run_1/met3.png
Bar = 50 µm.
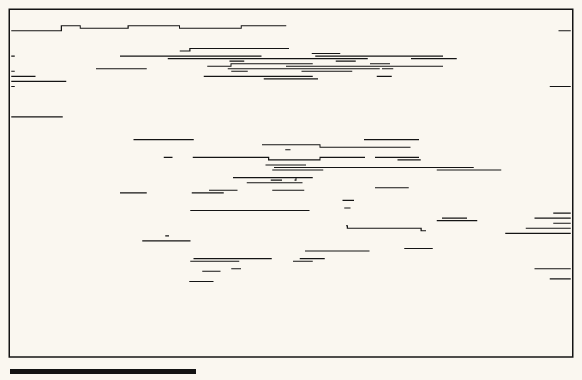
run_1/drive_strength.png
Bar = 50 µm.
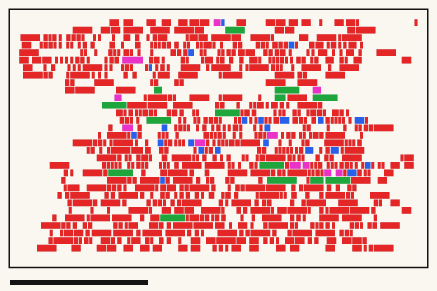
run_1/final_placement.png
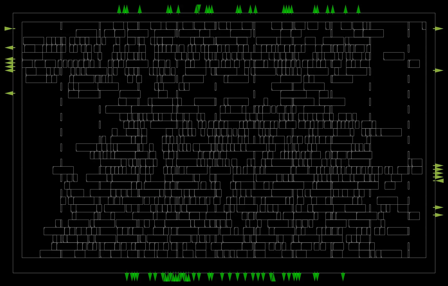
==> src/rtl/imem_loader_pkg.sv <==
// Shared definitions for the instruction-memory loader.
//   state_e    : loader FSM encoding (3 bits)
//   WORD_BYTES : bytes per instruction word
//   LEN_BYTES  : bytes in the big-endian word-count header
package imem_loader_pkg;

    localparam int unsigned WORD_BYTES = 4;
    localparam int unsigned LEN_BYTES  = 2;

    typedef enum logic [2:0] {
        StLenHi = 3'd0,
        StLenLo = 3'd1,
        StData  = 3'd2,
        StCheck = 3'd3,
        StDone  = 3'd4,
        StErr   = 3'd5
    } state_e;

endpackage

==> src/rtl/imem_loader_byte_word_packer.sv <==
// Big-endian byte-to-word packer: shifts bytes in MSB first and raises
// word_valid for one cycle, the cycle after the last byte of a word.
// Ports:
//   clk, reset  : clock, synchronous active-high reset (clears partial word)
//   byte_data   : incoming byte
//   byte_valid  : shift byte_data in this cycle
//   last_byte   : the next accepted byte completes a word
//   word_valid  : registered one-cycle strobe, word holds the full word
//   word        : shift register contents
module byte_word_packer
    import imem_loader_pkg::*;
(
    input  logic                    clk,
    input  logic                    reset,
    input  logic [7:0]              byte_data,
    input  logic                    byte_valid,
    output logic                    last_byte,
    output logic                    word_valid,
    output logic [8*WORD_BYTES-1:0] word
);

    localparam int unsigned CntW = $clog2(WORD_BYTES);

    logic [CntW-1:0]         cnt_q;
    logic [8*WORD_BYTES-1:0] shift_q;
    logic                    valid_q;

    always_ff @(posedge clk) begin
        if (reset) begin
            cnt_q   <= '0;
            shift_q <= '0;
            valid_q <= 1'b0;
        end else begin
            valid_q <= byte_valid && last_byte;
            if (byte_valid) begin
                shift_q <= {shift_q[8*WORD_BYTES-9:0], byte_data};
                cnt_q   <= cnt_q + CntW'(1);
            end
        end
    end

    assign last_byte  = (cnt_q == CntW'(WORD_BYTES - 1));
    assign word_valid = valid_q;
    assign word       = shift_q;

endmodule

==> src/rtl/imem_loader.sv <==
// Instruction-memory loader: receives a byte stream (16-bit big-endian word
// count, 4*N data bytes, optional XOR checksum byte), writes each assembled
// big-endian word to consecutive word addresses and holds the core in reset
// until the image is loaded.
// Optional feature macro: IMEM_LOADER_CHECKSUM_EN (trailing checksum byte
// and CHECK state). Undefined: the last data byte goes straight to DONE.
// Ports:
//   clk, reset            : clock, synchronous active-high reset
//   in_data/valid/ready   : byte stream handshake
//   imem_we/addr/wdata    : instruction memory write port
//   cpu_reset             : core reset, low only once DONE
//   done, error           : terminal status
module imem_loader
    import imem_loader_pkg::*;
#(
    parameter logic [31:0] BASE_ADDR = 32'h0000_0000,
    parameter int unsigned MAX_WORDS = 256
) (
    input  logic        clk,
    input  logic        reset,
    input  logic [7:0]  in_data,
    input  logic        in_valid,
    output logic        in_ready,
    output logic        imem_we,
    output logic [31:0] imem_addr,
    output logic [31:0] imem_wdata,
    output logic        cpu_reset,
    output logic        done,
    output logic        error
);

    // Header count is 16 bits, so only the low 16 bits of the limit matter.
    localparam logic [15:0] MaxWords = 16'(MAX_WORDS);

    state_e      state_q, state_d;
    logic [7:0]  len_hi_q;
    logic [15:0] len_q;
    logic [15:0] word_cnt_q;
    logic [31:0] addr_q;
`ifdef IMEM_LOADER_CHECKSUM_EN
    logic [7:0]  csum_q;
`endif

    logic        accept;
    logic        data_byte;
    logic        last_byte;
    logic        word_valid;
    logic [31:0] word;
    logic [15:0] hdr_len;

    assign accept    = in_valid && in_ready;
    assign data_byte = accept && (state_q == StData);
    assign hdr_len   = {len_hi_q, in_data};

    byte_word_packer u_packer (
        .clk        (clk),
        .reset      (reset),
        .byte_data  (in_data),
        .byte_valid (data_byte),
        .last_byte  (last_byte),
        .word_valid (word_valid),
        .word       (word)
    );

    always_comb begin
        state_d = state_q;
        unique case (state_q)
            StLenHi: begin
                if (accept) state_d = StLenLo;
            end
            StLenLo: begin
                if (accept) begin
                    if (hdr_len > MaxWords) begin
                        state_d = StErr;
                    end else if (hdr_len == 16'd0) begin
`ifdef IMEM_LOADER_CHECKSUM_EN
                        state_d = StCheck;
`else
                        state_d = StDone;
`endif
                    end else begin
                        state_d = StData;
                    end
                end
            end
            StData: begin
                if (data_byte && last_byte && (16'(word_cnt_q + 16'd1) == len_q)) begin
`ifdef IMEM_LOADER_CHECKSUM_EN
                    state_d = StCheck;
`else
                    state_d = StDone;
`endif
                end
            end
            StCheck: begin
`ifdef IMEM_LOADER_CHECKSUM_EN
                if (accept) state_d = (in_data == csum_q) ? StDone : StErr;
`endif
            end
            default: ;
        endcase
    end

    always_ff @(posedge clk) begin
        if (reset) begin
            state_q    <= StLenHi;
            len_hi_q   <= '0;
            len_q      <= '0;
            word_cnt_q <= '0;
            addr_q     <= BASE_ADDR;
`ifdef IMEM_LOADER_CHECKSUM_EN
            csum_q     <= '0;
`endif
        end else begin
            state_q <= state_d;
            if (accept && (state_q == StLenHi)) len_hi_q <= in_data;
            if (accept && (state_q == StLenLo)) len_q <= hdr_len;
            if (data_byte && last_byte) word_cnt_q <= word_cnt_q + 16'd1;
            // Address advances after each write so it always names the current word.
            if (word_valid) addr_q <= addr_q + 32'd4;
`ifdef IMEM_LOADER_CHECKSUM_EN
            if (data_byte) csum_q <= csum_q ^ in_data;
`endif
        end
    end

    assign in_ready   = (state_q != StDone) && (state_q != StErr);
    assign imem_we    = word_valid;
    assign imem_addr  = addr_q;
    assign imem_wdata = word;
    assign done       = (state_q == StDone);
    assign error      = (state_q == StErr);
    assign cpu_reset  = (state_q != StDone);

endmodule

==> config.mk <==
export PLATFORM = sky130hd
export DESIGN_NAME = imem_loader
export DESIGN_NICKNAME = d
export VERILOG_FILES = /design/src/rtl/imem_loader_pkg.sv /design/src/rtl/imem_loader_byte_word_packer.sv /design/src/rtl/imem_loader.sv
export SDC_FILE = /design/constraint.sdc
export NUM_CORES = 1
export LEC_CHECK = 0
export ABC_AREA = 1
export CAP_MARGIN = 20
export CORE_ASPECT_RATIO = 0.6
export CORE_MARGIN = 3
export CORE_UTILIZATION = 41
export DETAILED_ROUTE_END_ITERATION = 12
export PLACE_DENSITY = 0.73
export SETUP_SLACK_MARGIN = 0.05
export SLEW_MARGIN = 30
export SYNTH_ARGS = -nofsm -noshare
export SYNTH_HDL_FRONTEND = slang
export SYNTH_SLANG_ARGS = --single-unit
==> constraint.sdc <==
create_clock -name clk -period 2.8 [get_ports clk]
set_clock_uncertainty 0.1 [all_clocks]
set_input_delay 0.42 -clock clk [delete_from_list [all_inputs] [get_ports clk]]
set_output_delay 0.42 -clock clk [all_outputs]
set_load 0.005 [all_outputs]
==> summary.txt, run 1 <==
The flow completed. The run finished with clean final reports. Yosys mapped a number of flops with a built-in enable equal to 0. Power per cell area landed at 525 nW/µm². Met2 track demand over resource in global routing landed at 0.218. During placement, the flow inserted port buffers numbering 77. Time the final worst path needs with I/O delays and setup landed at approximately 2.2 ns. Per the synthesis report, the adder-cell share of the synthesized area is 0.00726. No sink is reached through more buffers than the 2 on the longest clock path.

Sorting the synthesized cells by how often they occur yields sky130_fd_sc_hd__inv_1 (130), sky130_fd_sc_hd__nand2_1 (120), sky130_fd_sc_hd__dfxtp_1 (108). The startpoint identified for the worst register-to-register timing path is imem_addr[8]. The root buffer cell chosen for the clock tree is sky130_fd_sc_hd__clkbuf_16. Worst IR drop on VDD landed at approximately 0.27 mV. Share of flip-flops with an asynchronous set or reset after synthesis landed at 0. Sequential power for this build is between 0.0015 and 0.002 W.

Iteration tally of the first detailed-router pass landed at 5. Per the OpenROAD floorplan log, the width of the die is 151 µm. Internal power summed over all cells landed at 0.00250 W.

Insertion delay to the later sink of the worst-skew pair landed at 0.35 ns. Dividing the final minimum period by the clock period gives 0.779. For the worst min-delay path, the startpoint reported by OpenROAD is u_packer.word[29]. Among all stages on the critical path, the largest delay is contributed by sky130_fd_sc_hd__nor4_1.

The layout report gives the multi-input gate share of total cell area as 0.376. Summed over all instances, the cell type with the most area after synthesis is sky130_fd_sc_hd__dfxtp_1. Ranked by power, first place goes to registers. Synthesis handed over a netlist of between 700 and 800 instances. Sequential power share landed at 0.495. Clock share of power landed at 0.392. The global router reports that the layer with the highest usage is met1. Of the total synthesized cell area, the portion taken by XOR and XNOR cells is 0.0153. Filler cell count landed at approximately 1.2k.

STA classifies the critical path endpoint as a flop. Global-route usage over all layers landed at 0.187. TritonRoute reported its final design rule violation total as 0. The tool flagged a number of max-cap violations equal to 0.

The logs give a warning total of 26. STA classifies the critical path startpoint as a flop. Power of the combinational group landed at ~0.00038 W.

The routed design shows a wire length per standard cell of approximately 13 µm. Clock edge transition at the registers on the reported setup and hold paths landed at approximately 0.070 ns. Clock tree synthesis inserted a total of 9 buffers. The first global-routing pass estimated ~21000 µm of wire. Mux contribution to synthesized area landed at 0. The fraction of cell area in sequential cells is reported as 0.338. Buffer and inverter count on the worst path landed at 1. Of the total power, combinational logic draws 0.112. TritonCTS built the clock tree. In the per-layer summary, the met1 wirelength comes to 7040 µm. The flow reports power dissipated in the clock network as 0.00132 W. According to the timing report, the critical path is launched from imem_addr[8].

Final max-slew violation count landed at 0. Cell total in the yosys stat output landed at 749. Per STA, the worst path accumulates the most delay in the family simple AND/OR/NAND/NOR gates.

Detailed route wirelength on metal3 landed at 1050 µm. By instance count, the leading cell after synthesis is sky130_fd_sc_hd__inv_1. Share of synthesized cell area in and, or, nand and nor gates landed at 0.255. Boundary pin count landed at 80. The synthesis report names the predominant flop master as sky130_fd_sc_hd__dfxtp_1. Peak fanout along the critical path landed at 5.

After its last routability iteration, the placer logged a weighted congestion of ~0.95. Total length of routed met2 wires landed at roughly 4700 µm. For the worst setup path, the data arrival time is roughly 2.3 ns. In the final report, the number of hold violations comes to 0. Global routing met1 resource utilization landed at 0.316. The script computed the net switching share of total power as 0.254.

Setup repair after global routing left no endpoint under its margin. Remaining antenna violation count after routing landed at 0. Hold buffer count at cts landed at 0. Area of the mapped netlist landed at 5170 µm².

Number of vias per cell after detailed routing landed at around 5. Setup violations remaining at the end of the flow were counted as 0. Final-stage net count landed at around 830. By area, the class that comes first in the final layout consists of combinational gates. The total overflow left after global routing is 0. The highest layer touched by signal routing is met4. For this block, the initial DRC count from the detailed router was between 400 and 500. Reported net switching power landed at 0.000854 W. The warning tally printed by Yosys for this design is 0. The layout report lists the combined flip-flop and latch area as roughly 2200 µm².

In the Yosys stats the netlist draws on 32 distinct library cells. Synthesized area per cell landed at roughly 7 µm². The wire-length estimate of the detail-placed layout is 9520 µm. Endpoint required time on the critical path landed at 2.96 ns. The number of setup buffers added after CTS is 0.

Count of inverters not on the clock network in the layout landed at between 100 and 150. Checking hold timing, the worst path is listed with class flop to flop. Summed over all cells, the static leakage comes to 2.35 nW. Flop count landed at between 100 and 150. Maximum number of pins on one net before global-route repair landed at slightly below 90. Yosys reported a register bit count of about 110.

Slew at the pin with the worst max-slew slack landed at between 0.8 and 0.9 ns. Count of H-tree levels built during CTS landed at 3. The number of global-route vias before repair was 4104. Final total negative setup slack landed at 0 ns.

Per the synthesis report, the AND-OR/OR-AND share of the synthesized area is 0.186. Area reported by Yosys stat landed at between 5000 and 6000 µm². Walking the worst path, the cells encountered are inv_1 -> nor3_1 -> nand2_1 -> nor4_1 -> a31oi_1 -> nor3_1.

Among the non-sequential cells, simple AND/OR/NAND/NOR gates take the most area. Multi-input gate area in the final layout landed at roughly 2400 µm². The tightest hold path in the finished design has a slack of 0.342 ns. Multi-input combinational cells in the finished layout were counted as between 400 and 500.

Data-path buffer share of cell area in the final layout landed at 0.128. The number of clock sinks came to approximately 110. According to the floorplan report, the die height is 93.0 µm. Final core area utilization landed at 0.525. Clock buffer count in the final layout landed at 10. Static timing analysis puts the maximum clock frequency at between 0.4 and 0.5 GHz. Antenna cell count landed at 0. Top-area cell type share of the netlist area landed at 0.418. Number of gates resized after cts landed at 0.

The main area contributors are sky130_fd_sc_hd__dfxtp_1 (42%), sky130_fd_sc_hd__inv_1 (9.4%), sky130_fd_sc_hd__nand2_1 (8.7%). For this run, the slowest stage of the critical path takes 0.66 ns. Per STA, the library cell used most along the worst path is sky130_fd_sc_hd__nor3_1. The fraction of final cell area spent on clock buffers and inverters in this run is 0.0485. The share of the Yosys chip area taken by registers is 0.418. Number of antenna violations at the first check in global routing landed at 0. Checking max transition, the worst relative margin is 0.424. Per the final layout report, the fraction of cells sized above drive strength 1 comes to 0.0572. Die footprint landed at around 14000 µm².

Looking at the setup timing report, the critical path kind is flop to flop. For this configuration, the core starts out at a cell density of 0.424.
-- met3.png (at the start) --
- main direction: horizontal
- longest straight run: 53.4 µm
- nets with wire on the layer: 61
- share of all routed wire: 8.1%
- wire length on this layer: 1050 µm
Routed Wire Length: 12900 µm
total via count after detailed routing: 4888
GR Util met3: 0.0562

-- drive_strength.png (at the start) --
- red: drive 1 or less (cells 774; share 94%)
- magenta: drive 3 to 4 (cells 11; share 1.3%)
- green: drive 6 and up (cells 14; share 1.7%)
- blue: drive 2 (cells 22; share 2.7%)
PnR worst setup slack: 0.619 ns
Area growth syn-to-layout: 23.7%
post-route cell area: 6390 µm²
Signal buffers: 82

-- final_placement.png (at the start) --
row count: 31
number of tap instances: 165
core area: 12200 µm²

[run 1: final timing paths]
path	endpoint	slack, ns	cells past startpoint
hold / removal	u_packer.word[29]	0.34	2
setup reg to reg	imem_addr[28]	0.62	6
hold reg to reg	u_packer.word[29]	0.34	2
setup / recovery	imem_addr[28]	0.62	6
[run 1: kinds of logic (layout without fill, tap and decap cells)]
group / Yosys count / in the layout
AND-OR/OR-AND: 187 / 187
XOR/XNOR: 9 / 9
other: 1 / 2
adder cells (fa/ha/maj): 3 / 3
AND/OR/NAND/NOR: 283 / 283
flip-flops: 108 / 108
buffers and inverters: 158 / 229
[run 1: stage by stage]
stage                     power (W)  instances  cell area (µm²)  setup WS (ns)
after floorplan             0.00192        750             5170          0.981
after global placement      0.00207        970             6080          0.609
after detailed placement    0.00208        970             6080          0.665
after CTS                   0.00339        986             6390          0.652
after global routing        0.00351        986             6390          0.379
final                       0.00336        986             6390          0.619
[run 1: layout by cell type, fill, tap and decap left out, types with 7 or more instances in the layout]
master                            count
sky130_fd_sc_hd__a21oi_1             86
sky130_fd_sc_hd__nor3_1              19
sky130_fd_sc_hd__inv_1              129
sky130_fd_sc_hd__dfxtp_1            108
sky130_fd_sc_hd__nand3_1             44
sky130_fd_sc_hd__o21ai_0             89
sky130_fd_sc_hd__clkbuf_16            9
sky130_fd_sc_hd__clkdlybuf4s50_1     77
sky130_fd_sc_hd__nand4_1             16
sky130_fd_sc_hd__nand2_1            120
sky130_fd_sc_hd__nor2_2               7
sky130_fd_sc_hd__nor2_1              51
[run 1: sequential cells by signal, indices dropped and copies added (netlist names)]
signal               count
imem_addr               30
len_hi_q                 8
len_q                   16
state_q                  3
u_packer.cnt_q           2
u_packer.word           32
u_packer.word_valid      1
word_cnt_q              16
==> run 2, diff against run 1 <==
clock period = 2.1 ns   (was 2.8 ns; I/O delays follow)
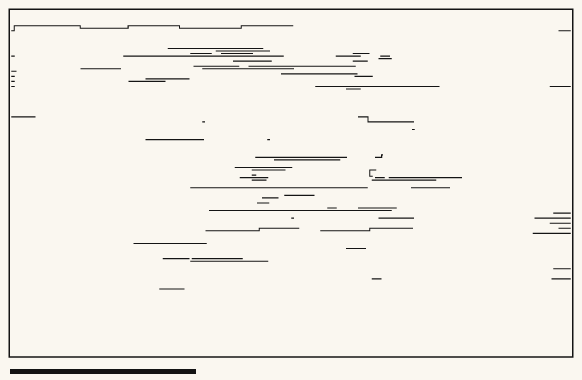
run_2/met3.png
Bar = 50 µm.
- longest straight run: 48.8 µm
- main direction: horizontal
GR Util met3: 0.0484
Routed Wire Length: 13500 µm
total via count after detailed routing: 5015

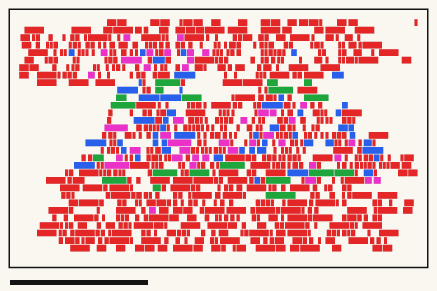
run_2/drive_strength.png
Bar = 50 µm.
- red: drive 1 or less (cells 736; share 87%)
- green: drive 6 and up (cells 19; share 2.2%)
- blue: drive 2 (cells 50; share 5.9%)
- magenta: drive 3 to 4 (cells 41; share 4.8%)
Area growth syn-to-layout: 30.7%
PnR worst setup slack: 0.113 ns
post-route cell area: 6750 µm²
Signal buffers: 108

==> run 2 against run 1 <==
Sequential share of layout area fell by 1.5 points. Critical endpoint is now state_q[2]. Worst setup slack worse by 0.51 ns. Synthesized area unchanged. Sequential cell count stayed put.
==> summary.txt, run 2 <==
The flow completed. The part of the power in combinational logic is 0.119 (was 0.112). The cell with the biggest individual delay on the critical path is sky130_fd_sc_hd__dfxtp_2 (was sky130_fd_sc_hd__nor4_1). The global-route wire length before repair is 21500 µm (was 21100 µm). Relative slew slack landed at 0.638 (was 0.424). The die outline height came to 93.0 µm (unchanged).

The maximum number of pins on one net before global-route repair was 69 (was 89). The data arrival time at the worst-slack endpoint is 2.17 ns (was 2.34 ns). The share of synthesized area occupied by flip-flops and latches came to 0.418 (unchanged). The total number of clock tree sinks is 108 (unchanged). The area of the mapped netlist came to 5170 µm² (unchanged). Number of global-route vias before repair landed at 4220 (was 4104). The global routing met1 resource utilization is 0.313 (was 0.316). Floorplan core area landed at 12200 µm² (unchanged). Met2 track demand over resource in global routing landed at 0.243 (was 0.218). The most frequent logic cell in the layout is sky130_fd_sc_hd__inv_1 (unchanged). Initial DRC count landed at 426 (was 498).

The clock edge transition at the registers on the reported setup and hold paths was 0.07 ns (about the same). Total length of routed met2 wires landed at 5200 µm (was 4700 µm). Worst IR drop on VDD landed at 0.402 mV (was 0.268 mV). The most heavily used metal layer in global routing is met1 (unchanged).

The net switching share of the total power came to 0.260 (was 0.254). The kind of critical path was flop to flop (unchanged). Status: finished, final reports clean (unchanged). The most used flip-flop cell after synthesis was sky130_fd_sc_hd__dfxtp_1 (unchanged). Antenna cell count landed at 0 (unchanged). Flip-flop and latch count after synthesis landed at 108 (unchanged). Achievable clock frequency landed at 0.503 GHz (was 0.459 GHz). The endpoint required time on the critical path came to 2.29 ns (was 2.96 ns).

The final-stage net count is 856 (was 830). The number of hold violations in the final report came to 0 (unchanged). The synthesized area per cell is 6.90 µm² (unchanged). The remaining antenna violation count after routing was 0 (unchanged). Internal power summed over all cells landed at 0.00334 W (was 0.00250 W). The number of maximum-capacitance constraint violations came to 0 (unchanged). The final non-filler cell total is 1011 (was 986). The number of flip-flops in the largest register came to 32 (unchanged). Top-area cell type share of the netlist area landed at 0.418 (unchanged). Critical Path, Cell by Cell: buf_6 -> nand2_2 -> nor2_4 -> nand2_2 -> nor2_4 -> nand3_2 -> nand2_2 -> nand2_1 -> nand2_2 -> nand3_2 -> o21ai_2 -> nand2_1 -> a21oi_2 (was inv_1 -> nor3_1 -> nand2_1 -> nor4_1 -> a31oi_1 -> nor3_1). Number of warnings printed during yosys synthesis landed at 0 (unchanged). The starting utilization of the core area came to 0.424 (unchanged).

The type of destination of the critical path was a flop (unchanged). The share of layout cells above drive strength 1 is 0.130 (was 0.0572). The synthesized instance count was 749 (unchanged). The setup violation total in the final timing report is 0 (unchanged). Boundary pin count landed at 80 (unchanged). Overall power after layout landed at 0.00451 W (was 0.00336 W). The post-placement setup slack is 0.0331 ns (was 0.665 ns).

The detailed placement HPWL is 9810 µm (was 9520 µm). The total CTS buffers was 9 (unchanged). Largest buffer count on any clock path landed at 2 (unchanged). The time the final worst path needs with I/O delays and setup came to 1.99 ns (was 2.18 ns). Final weighted congestion of routability-driven global placement landed at 0.923 (was 0.947).

The final cycle utilization of the critical path is 0.946 (was 0.779). The number of remaining DRC errors was 0 (unchanged). Power per cell area landed at 667 nW/µm² (was 525 nW/µm²). The most common cell type on the critical path is sky130_fd_sc_hd__nand2_2 (was sky130_fd_sc_hd__nor3_1). Area contributors post-synth: sky130_fd_sc_hd__dfxtp_1 (42%), sky130_fd_sc_hd__inv_1 (9.4%), sky130_fd_sc_hd__nand2_1 (8.7%) (unchanged). Aggregate global routing overflow landed at 0 (unchanged). The number of vias per cell after detailed routing came to 4.96 (about the same). Peak fanout along the critical path landed at 7 (was 5). The cell total in the yosys stat output came to 749 (unchanged). The final core area utilization is 0.555 (was 0.525). Post-CTS repair timing setup buffer count landed at 2 (was 0). The worst hold margin was 0.343 ns (was 0.342 ns).

The insertion delay to the later sink of the worst-skew pair was 0.35 ns (about the same). Number of antenna violations at the first check in global routing landed at 0 (unchanged). The iteration tally of the first detailed-router pass was 5 (unchanged).

Standby leakage power landed at 2.52 nW (was 2.35 nW). The hold buffer count at cts was 0 (unchanged). The detailed-route wire length per cell is 13.3 µm (was 13.1 µm). The top metal layer carrying routed signals is met4 (unchanged). Reported net switching power landed at 0.00117 W (was 0.000854 W). Final total negative setup slack landed at 0 ns (unchanged). The TritonCTS clock tree is built (unchanged). The number of gates resized after cts is 2 (was 0).

The launching element type of the critical path is a flop (unchanged). The tally of OpenROAD warnings came to 27 (was 26). The die extent in x was 151 µm (unchanged). Count of H-tree levels built during CTS landed at 3 (unchanged). The slew at the pin with the worst max-slew slack is 0.543 ns (was 0.856 ns). Ranking of synthesized cells by instance count: sky130_fd_sc_hd__inv_1 (130), sky130_fd_sc_hd__nand2_1 (120), sky130_fd_sc_hd__dfxtp_1 (108) (unchanged). Unrepaired setup endpoints after global routing: true (was false).

Cell area after placement landed at 6230 µm² (was 6080 µm²). Number of enable-type register cells in the synthesized netlist landed at 0 (unchanged). The root buffer cell is sky130_fd_sc_hd__clkbuf_16 (unchanged).

The met1 layer wirelength in the final routing is 7310 µm (was 7040 µm). The detailed route wirelength on metal3 was 846 µm (was 1050 µm). Most common logic cells in the final layout: sky130_fd_sc_hd__inv_1 (129), sky130_fd_sc_hd__nand2_1 (109), sky130_fd_sc_hd__dfxtp_1 (95), sky130_fd_sc_hd__o21ai_0 (89), sky130_fd_sc_hd__a21oi_1 (86) (was sky130_fd_sc_hd__inv_1 (129), sky130_fd_sc_hd__nand2_1 (120), sky130_fd_sc_hd__dfxtp_1 (108), sky130_fd_sc_hd__o21ai_0 (89), sky130_fd_sc_hd__a21oi_1 (86)).

The die footprint came to 14000 µm² (unchanged). The library cell with the largest summed area after synthesis is sky130_fd_sc_hd__dfxtp_1 (unchanged). Sequential power share landed at 0.491 (was 0.495). Area reported by Yosys stat landed at 5170 µm² (unchanged). The share of flip-flops with an asynchronous set or reset after synthesis was 0 (unchanged). The final max-slew violation count came to 0 (unchanged). The number of distinct library cells after synthesis was 32 (unchanged).

Cell total after placement landed at 987 (was 970).
run 2: final cells by class:
cell class | instances | area, µm² | share of cell area
multi-input cells | 484 | 2520 | 0.374
repair buffers | 108 | 1040 | 0.155
well taps | 165 | 206 | 0.0306
flip-flops and latches | 108 | 2180 | 0.323
clock inverters | 6 | 78.8 | 0.0117
inverters | 131 | 492 | 0.0728
clock buffers | 9 | 225 | 0.0333
run 2: cell families (layout without fill, tap and decap cells):
family / count (synthesis) / after routing / synth area share
XOR/XNOR: 9 / 9 / 0.0153
adder cells (fa/ha/maj): 3 / 3 / 0.00726
buffers and inverters: 158 / 254 / 0.118
AND-OR/OR-AND: 187 / 187 / 0.186
other: 1 / 2 / 0.000726
flip-flops: 108 / 108 / 0.418
AND/OR/NAND/NOR: 283 / 283 / 0.255
run 2: path summary, 6_finish.rpt:
path	startpoint	to	slack [ns]	cells past startpoint
min reg2reg	u_packer.word[24]	u_packer.word[24]	0.34	2
max reg2reg	word_cnt_q[1]	state_q[2]	0.11	13
min	u_packer.word[24]	u_packer.word[24]	0.34	2
max	word_cnt_q[1]	state_q[2]	0.11	13
run 2: worst max-delay path: cells and delay by family (launching register included):
family,cells,cell delay [ns]
AOI/OAI and AO/OA,2,0.26
and+or+nand+nor,10,1.08
buffers and inverters,1,0.11
DFF,1,0.36
run 2: power groups by stage:
stage | combinational, W | clock [W] | sequential (W)
4_1_cts | 0.000525 | 0.00181 | 0.00222
5_1_grt | 0.000602 | 0.00189 | 0.00223
6_report | 0.000538 | 0.00176 | 0.00221
2_1_floorplan | 0.000302 | 0 | 0.00225
3_3_place_gp | 0.000515 | 0 | 0.00226
3_5_place_dp | 0.000522 | 0 | 0.00226
Power figures rest on the tool's default switching activity, not on a simulated workload.
